### Close-up of the layout

The bar under the picture is 10 um long. Window x 51 to 81, y 51 to 81 um. Cells in gray, sequential cells in the stronger gray; small squares are vias.
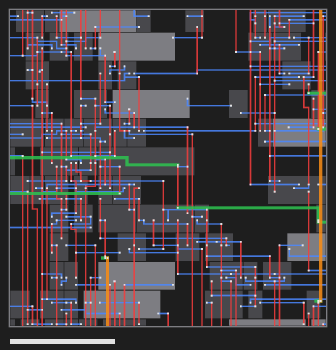
### Met4 routing

Supply wires on this layer in gray.
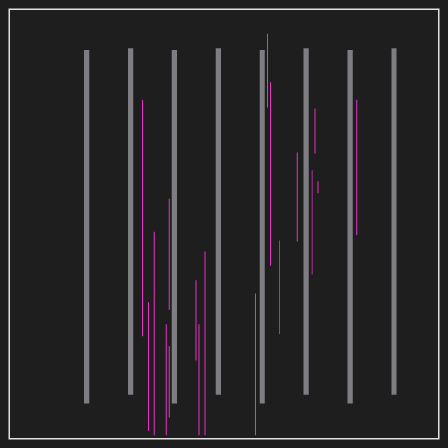
### Clock wiring as the flow saved it

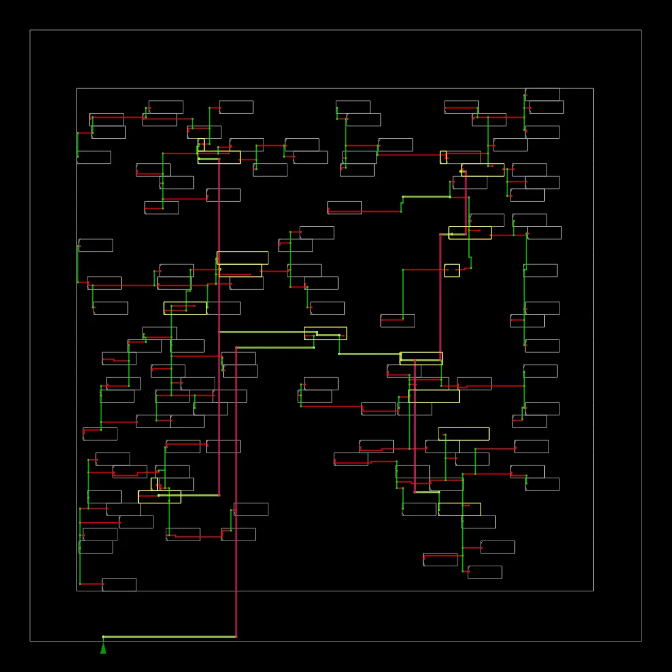
### M1 wires

Supply wires on this layer in gray.
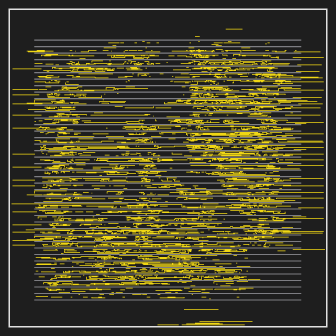
### Metal layers overlaid

Only two layers are drawn.
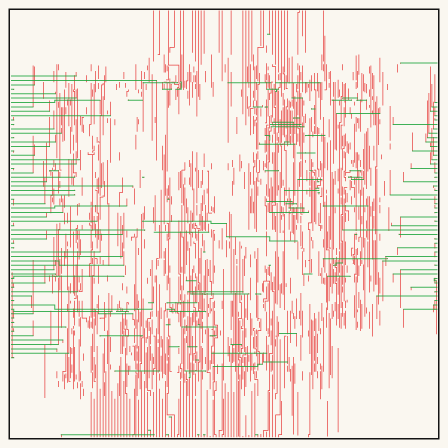
<file path="config.mk">
export PLATFORM = sky130hd
export DESIGN_NAME = mem_stage_access_flat
export DESIGN_NICKNAME = d
export VERILOG_FILES = /design/src/rtl/mem_stage_if.sv /design/src/rtl/mem_stage_access.sv /design/src/flat_wrapper.sv
export SDC_FILE = /design/constraint.sdc
export NUM_CORES = 1
export LEC_CHECK = 0
export CORE_MARGIN = 10
export CORE_UTILIZATION = 40
export DETAILED_ROUTE_END_ITERATION = 8
export GPL_TIMING_DRIVEN = 0
export HOLD_SLACK_MARGIN = 0.08
export PLACE_DENSITY = 0.79
export SYNTH_ARGS = -nofsm -noshare
export SYNTH_HDL_FRONTEND = slang
export SYNTH_SLANG_ARGS = --single-unit
</file>
<file path="constraint.sdc">
create_clock -name clk -period 5.1 [get_ports clk]
set_input_delay 1.02 -clock clk [delete_from_list [all_inputs] [get_ports clk]]
set_output_delay 1.02 -clock clk [all_outputs]
set_load 0.02 [all_outputs]
</file>
<file path="src/rtl/mem_stage_if.sv">
// Data-memory bus between the MEM stage (master) and data memory (slave).
// The master issues one request at a time and holds every field stable
// until the memory acknowledges it.
interface mem_stage_if;
    logic        dm_req;
    logic        dm_we;
    logic [31:0] dm_addr;
    logic [3:0]  dm_be;
    logic [31:0] dm_wdata;
    logic        dm_ack;
    logic [31:0] dm_rdata;

    modport master (
        output dm_req, dm_we, dm_addr, dm_be, dm_wdata,
        input  dm_ack, dm_rdata
    );

    modport slave (
        input  dm_req, dm_we, dm_addr, dm_be, dm_wdata,
        output dm_ack, dm_rdata
    );
endinterface

</file>
<file path="src/rtl/mem_stage_access.sv">
// MEM-stage memory access unit.
// Converts the registered EX/MEM memory controls into data-memory bus
// transactions, formats load data for MEM/WB and stalls the front of the
// pipeline while a transaction is outstanding.
// Optional feature: define MEM_TIMEOUT_EN to abort a request that has not
// been acknowledged within TIMEOUT_CYCLES cycles and pulse BusErr_o.
module mem_stage_access #(
    parameter int TIMEOUT_CYCLES = 16,
    parameter int TO_CNT_W       = 5
) (
    input  logic               clk,
    input  logic               rst,
    input  logic               MemRead_i,
    input  logic               MemWrite_i,
    input  logic [2:0]         Load_i,
    input  logic [1:0]         Store_i,
    input  logic [31:0]        Addr_i,
    input  logic [31:0]        MemWriteData_i,
    mem_stage_if.master        dm,
    output logic [31:0]        MemReadData_o,
    output logic               MEM_Stall,
    output logic               AddrErr_o,
    output logic               BusErr_o
);

    typedef enum logic [1:0] {
        IDLE = 2'd0,
        REQ  = 2'd1,
        DONE = 2'd2
    } state_t;

    localparam logic [2:0] LD_LB  = 3'b001;
    localparam logic [2:0] LD_LBU = 3'b010;
    localparam logic [2:0] LD_LH  = 3'b011;
    localparam logic [2:0] LD_LHU = 3'b100;
    localparam logic [1:0] ST_SB  = 2'b01;
    localparam logic [1:0] ST_SH  = 2'b10;

    state_t      state_q, state_d;
    logic        we_q;
    logic [3:0]  be_q;
    logic [31:0] addr_q;
    logic [31:0] wdata_q;
    logic [2:0]  ld_q;
    logic [1:0]  lo_q;
    logic [31:0] rdata_q;
    logic        adderr_q, adderr_d;
    logic        latch;
    logic        rd_cap;
    logic        access;
    logic        mis;

    // Size check: a write uses the store type, a read uses the load type.
    function automatic logic misaligned(input logic is_wr, input logic [2:0] ld,
                                        input logic [1:0] st, input logic [1:0] lo);
        logic r;
        if (is_wr) begin
            case (st)
                ST_SB:   r = 1'b0;
                ST_SH:   r = lo[0];
                default: r = |lo;
            endcase
        end else begin
            case (ld)
                LD_LB, LD_LBU: r = 1'b0;
                LD_LH, LD_LHU: r = lo[0];
                default:       r = |lo;
            endcase
        end
        return r;
    endfunction

    function automatic logic [3:0] store_be(input logic [1:0] st, input logic [1:0] lo);
        logic [3:0] be;
        case (st)
            ST_SB:   be = 4'b0001 << lo;
            ST_SH:   be = lo[1] ? 4'b1100 : 4'b0011;
            default: be = 4'b1111;
        endcase
        return be;
    endfunction

    function automatic logic [31:0] store_wdata(input logic [1:0] st, input logic [31:0] d);
        logic [31:0] w;
        case (st)
            ST_SB:   w = {4{d[7:0]}};
            ST_SH:   w = {2{d[15:0]}};
            default: w = d;
        endcase
        return w;
    endfunction

    function automatic logic [31:0] format_load(input logic [2:0] ld, input logic [1:0] lo,
                                                input logic [31:0] w);
        logic [7:0]  b;
        logic [15:0] h;
        logic [31:0] r;
        b = w[{lo, 3'b000} +: 8];
        h = lo[1] ? w[31:16] : w[15:0];
        case (ld)
            LD_LB:   r = {{24{b[7]}}, b};
            LD_LBU:  r = {24'd0, b};
            LD_LH:   r = {{16{h[15]}}, h};
            LD_LHU:  r = {16'd0, h};
            default: r = w;
        endcase
        return r;
    endfunction

    // A simultaneous read and write is treated as a write only.
    assign access = MemRead_i | MemWrite_i;
    assign mis    = misaligned(MemWrite_i, Load_i, Store_i, Addr_i[1:0]);

`ifdef MEM_TIMEOUT_EN
    logic [TO_CNT_W-1:0] cnt_q, cnt_d;
    logic                buserr_q, buserr_d;
`endif

    // Next-state, stall and capture strobes.
    always_comb begin
        state_d   = state_q;
        MEM_Stall = 1'b0;
        latch     = 1'b0;
        rd_cap    = 1'b0;
        adderr_d  = 1'b0;
`ifdef MEM_TIMEOUT_EN
        cnt_d     = cnt_q;
        buserr_d  = 1'b0;
`endif
        case (state_q)
            IDLE: begin
                if (access) begin
                    if (mis) begin
                        adderr_d = 1'b1;
                    end else begin
                        MEM_Stall = 1'b1;
                        latch     = 1'b1;
                        state_d   = REQ;
`ifdef MEM_TIMEOUT_EN
                        cnt_d     = '0;
`endif
                    end
                end
            end
            REQ: begin
                MEM_Stall = 1'b1;
                if (dm.dm_ack) begin
                    rd_cap  = ~we_q;
                    state_d = DONE;
                end
`ifdef MEM_TIMEOUT_EN
                else if (cnt_q == TO_CNT_W'(TIMEOUT_CYCLES - 1)) begin
                    buserr_d = 1'b1;
                    state_d  = DONE;
                end else begin
                    cnt_d = cnt_q + 1'b1;
                end
`endif
            end
            DONE: begin
                state_d = IDLE;
            end
            default: begin
                state_d = IDLE;
            end
        endcase
    end

    // FSM state and error pulse registers.
    always_ff @(posedge clk) begin
        if (!rst) begin
            state_q  <= IDLE;
            adderr_q <= 1'b0;
        end else begin
            state_q  <= state_d;
            adderr_q <= adderr_d;
        end
    end

`ifdef MEM_TIMEOUT_EN
    // Timeout counter and bus-error pulse.
    always_ff @(posedge clk) begin
        if (!rst) begin
            cnt_q    <= '0;
            buserr_q <= 1'b0;
        end else begin
            cnt_q    <= cnt_d;
            buserr_q <= buserr_d;
        end
    end
    assign BusErr_o = buserr_q;
`else
    assign BusErr_o = 1'b0;
`endif

    // Bus fields are latched on request entry and held stable through REQ.
    always_ff @(posedge clk) begin
        if (!rst) begin
            we_q    <= 1'b0;
            be_q    <= 4'd0;
            addr_q  <= 32'd0;
            wdata_q <= 32'd0;
            ld_q    <= 3'd0;
            lo_q    <= 2'd0;
        end else if (latch) begin
            we_q    <= MemWrite_i;
            be_q    <= MemWrite_i ? store_be(Store_i, Addr_i[1:0]) : 4'b1111;
            addr_q  <= {Addr_i[31:2], 2'b00};
            wdata_q <= store_wdata(Store_i, MemWriteData_i);
            ld_q    <= Load_i;
            lo_q    <= Addr_i[1:0];
        end
    end

    // Load result only changes when a read is acknowledged.
    always_ff @(posedge clk) begin
        if (!rst) begin
            rdata_q <= 32'd0;
        end else if (rd_cap) begin
            rdata_q <= format_load(ld_q, lo_q, dm.dm_rdata);
        end
    end

    assign dm.dm_req    = (state_q == REQ);
    assign dm.dm_we     = we_q;
    assign dm.dm_addr   = addr_q;
    assign dm.dm_be     = be_q;
    assign dm.dm_wdata  = wdata_q;
    assign MemReadData_o = rdata_q;
    assign AddrErr_o     = adderr_q;

endmodule

</file>
<file path="src/flat_wrapper.sv">
// flat-port wrapper written by rule: the top's interface ports become plain ports
module mem_stage_access_flat 
#(
    parameter int TIMEOUT_CYCLES = 16,
    parameter int TO_CNT_W       = 5
)
  (clk, rst, MemRead_i, MemWrite_i, Load_i, Store_i, Addr_i, MemWriteData_i, MemReadData_o, MEM_Stall, AddrErr_o, BusErr_o, dm_dm_req, dm_dm_we, dm_dm_addr, dm_dm_be, dm_dm_wdata, dm_dm_ack, dm_dm_rdata);
  mem_stage_if dm_i ();
  input  logic clk;
  input  logic rst;
  input  logic MemRead_i;
  input  logic MemWrite_i;
  input  logic [2:0] Load_i;
  input  logic [1:0] Store_i;
  input  logic [31:0] Addr_i;
  input  logic [31:0] MemWriteData_i;
  output logic [31:0] MemReadData_o;
  output logic MEM_Stall;
  output logic AddrErr_o;
  output logic BusErr_o;
  output wire logic [$bits(dm_i.dm_req)-1:0] dm_dm_req;
  output wire logic [$bits(dm_i.dm_we)-1:0] dm_dm_we;
  output wire logic [$bits(dm_i.dm_addr)-1:0] dm_dm_addr;
  output wire logic [$bits(dm_i.dm_be)-1:0] dm_dm_be;
  output wire logic [$bits(dm_i.dm_wdata)-1:0] dm_dm_wdata;
  input wire logic [$bits(dm_i.dm_ack)-1:0] dm_dm_ack;
  input wire logic [$bits(dm_i.dm_rdata)-1:0] dm_dm_rdata;
  assign dm_dm_req = dm_i.dm_req;
  assign dm_dm_we = dm_i.dm_we;
  assign dm_dm_addr = dm_i.dm_addr;
  assign dm_dm_be = dm_i.dm_be;
  assign dm_dm_wdata = dm_i.dm_wdata;
  assign dm_i.dm_ack = dm_dm_ack;
  assign dm_i.dm_rdata = dm_dm_rdata;
  mem_stage_access #(.TIMEOUT_CYCLES(TIMEOUT_CYCLES), .TO_CNT_W(TO_CNT_W)) u_core (.clk(clk), .rst(rst), .MemRead_i(MemRead_i), .MemWrite_i(MemWrite_i), .Load_i(Load_i), .Store_i(Store_i), .Addr_i(Addr_i), .MemWriteData_i(MemWriteData_i), .dm(dm_i), .MemReadData_o(MemReadData_o), .MEM_Stall(MEM_Stall), .AddrErr_o(AddrErr_o), .BusErr_o(BusErr_o));
endmodule
</file>
==> deck_impl_summary.md <==
Flow Results at a Glance

Outcome
  – Status: complete, no violations

Floorplanning
  – Standard-cell rows: approximately 40
  – Top-level I/O count: around 210
  – Die footprint: 17500 um^2
  – Die height: ~130 um
  – Starting density of the core: 41.5%
  – Die Wd: around 130 um

STA
  – Pins over their slew limit: 0
  – Post-route minimum period: 4.82 ns
  – Transition at the pin with the smallest max-transition slack: between 1 and 1.5 ns
  – Unrepaired setup endpoints after global routing: false
  – Final Setup Violations: 0
  – Final total negative setup slack: 0 ns
  – Headroom to the max-slew limit: between 30% and 40%

Worst setup path
  – Dominant delay contributor by cell family on the critical path: buffers and inverters
  – Critical path peak fanout: 15
  – Worst reg-to-reg path cell count: 6
  – Crit path buf inv count: 5
  – Cell with the biggest individual delay on the critical path: clkdlybuf4s50_1
  – Kind of start point of the critical path: input port
  – Largest stage delay, worst path: slightly above 0.6 ns

Logic synthesis
  – Number of distinct library cells after synthesis: around 51
  – Count of library flops with an enable pin: 0
  – Gate Count Post-Synth: about 630
  – Share of async-settable or async-resettable flops after synthesis: 0%
  – Yosys warnings: 0
  – Cell total in the yosys stat output: between 600 and 700
  – Total cell area reported by yosys after synthesis: roughly 5000 um^2
  – Most used flip-flop cell: dfxtp_1

GRT
  – Via count of the first global-routing pass: about 5800
  – Met2 Track Usage GR: between 30 and 40%
  – Busiest metal layer after global routing: met2
  – Global-route wire length before repair: approximately 31000 um
  – Number of antenna violations at the first check in global routing: 1
  – Global Route met3 Usage: 7.43%

Power and ir drop
  – Power density normalized to cell area: 327 nW/um^2
  – Worst supply voltage drop on vdd: 0.000235 V
  – Leakage: 3.08 nW

Clocking
  – Master cell of the clock root buffer: clkbuf_16
  – Worst-path clk slew: around 0.07 ns
  – Number of buffers inserted by hold repair at cts: 0
  – Count of buffers added by post-CTS timing repair for setup: 0
  – CTS tree: yes
  – CTS H-tree lvls: 3

Place
  – Routability cong.: between 0.8 and 0.9
  – Detailed Place HPWL: between 15000 and 20000 um

Finish
  – Most numerous logic cells after layout: clkdlybuf4s50_1 (206), nand3_1 (107), dfxtp_1 (107)
  – Post-layout nets: around 950
  – Layout cell share with drive strength beyond 1: ~6.4%

Drt
  – Initial DRC count: about 420
  – Number of DRC violations after detailed routing: 0
  – ANT nets after route: 0

Run
  – Count of warning messages emitted by the tools: 27
  – Number of max-cap violations: 0

Hold path
  – Class of the most critical hold timing path: register to register
About 'Close-up of the layout':
green -> met3
orange -> met4
blue -> met1
red -> met2
netlist names of flops here include = u_core.dm.dm_be (2), u_core.lo_q (2)
most frequent = nand2_1 (8), nand3_1 (7), dfxtp_1 (7)
sequential cells in the window = 7
cells with their middle in the window = 63

About 'Met4 routing':
wire length on this layer = 648 um
nets with wire on the layer = 15
main direction = vertical
share of all routed wire = 3.2%
via count: 5630
total detailed-routing wirelength: 20000 um

About 'Clock wiring as the flow saved it':
clk_buf instances: 12
clock net sink count: 107
flip-flops: 107
power in the clock group: 0.794 mW
number of buffers created by CTS: 9

About 'M1 wires':
wire length on this layer = 8270 um
longest straight run = 48.8 um
main direction = horizontal
global-route met1 utilization: 25.1%

About 'Metal layers overlaid':
green -> met3  # wire length 1800 um
red -> met2  # wire length 9280 um
overall track demand over capacity in global routing: 21.9%
routed length per placed instance: 19.6 um

-- registers in the layout (all words and copies together) (netlist names) --
signal                cells
u_core.dm.dm_be           4
u_core.ld_q               3
u_core.dm.dm_we           1
u_core.dm.dm_wdata       32
u_core.MemReadData_o     32
u_core.state_q            2
u_core.dm.dm_addr        30
u_core.AddrErr_o          1
u_core.lo_q               2
-- metal layers --
| layer | up-vias | share of wire (%) |
|---|---|---|
| met3 | 39 | 9.0 |
| met4 | 0 | 3.2 |
| met5 | - | 0 |
| met2 | 258 | 46 |
| met1 | 2658 | 41 |
| li1 | 2675 | - |
-- worst reg2reg max path, stage by stage (launching register included) --
cell,delay [ns]
dfxtp_1,0.30
clkbuf_1,0.38
inv_1,0.14
nor4_1,0.87
nand2b_1,0.13
a31oi_1,0.26
o21ai_0,0.13
-- worst paths after layout --
path,start,to,slack (ns)
hold reg to reg,u_core.dm.dm_addr[7],u_core.dm.dm_addr[7],0.45
setup / recovery,Store_i[0],MEM_Stall,0.28
hold / removal,u_core.dm.dm_addr[7],u_core.dm.dm_addr[7],0.45
setup reg to reg,u_core.lo_q[0],u_core.MemReadData_o[0],2.77
-- synthesized netlist by cell type, types with 4 or more instances --
cell      number  area share (%)
nor3b_2        8             2.0
buf_6          5             1.1
nand2b_1       6            0.74
nand4_1        5            0.62
a22oi_1       16             2.4
or2_2          4            0.50
o211a_1       10             2.0
a31oi_1        8            0.99
nand3_1      107              11
nand4b_1       5            0.87
nor3b_1        4            0.60
o211ai_1      16             2.4
mux2i_1        5            0.99
o21ai_0       52             5.2
nor2_1        19             1.4
buf_4         10             1.5
clkbuf_1      36             2.7
nand3b_1       6            0.89
a21oi_1       31             3.1
or3_1          5            0.62
inv_1          6            0.45
buf_2          5            0.50
buf_1          5            0.37
a221oi_1       5            0.87
nand2_1      102             7.6
dfxtp_1      107              42
-- cells by family after synthesis --
| kind of cell | Yosys count | synth area share [%] |
|---|---|---|
| AOI/OAI and AO/OA | 155 | 20.1 |
| xor gates and xnor gates | 2 | 0.347 |
| adders and majority gates | 3 | 0.695 |
| buffers and inverters | 67 | 6.60 |
| DFF | 107 | 42.5 |
| muxes | 6 | 1.44 |
| other | 1 | 0.0744 |
| and+or+nand+nor | 286 | 28.3 |
-- layout make-up --
class | count | area, um^2
sequential | 107 | 2140
clock buffer | 12 | 236
fill | 1094 | 4500
inverter | 6 | 22.5
multi-input combinational | 455 | 2580
tap | 168 | 210
timing repair buffer | 206 | 2060
buffer | 60 | 307
antenna | 1 | 2.50
clock inverter | 4 | 98.8
-- power by group --
| group | leakage, nW | total [mW] | internal [mW] | switching (mW) |
|---|---|---|---|---|
| sequential | 0.877 | 0.960 | 0.916 | 0.0433 |
| clock | 0.161 | 0.794 | 0.482 | 0.313 |
| combinational | 2.04 | 0.749 | 0.331 | 0.418 |
| total | 3.08 | 2.50 | 1.73 | 0.774 |
-- per-stage QoR --
step / instance area (um^2) / utilization (%) / instances
detailed placement: 7320 / 60.2 / 1003
global route: 7660 / 63.0 / 1019
finish: 7660 / 63.0 / 1019
CTS: 7660 / 63.0 / 1019
floorplan: 5050 / - / 629
global placement: 7320 / 60.2 / 1003
Power and IR drop assume default switching activity.
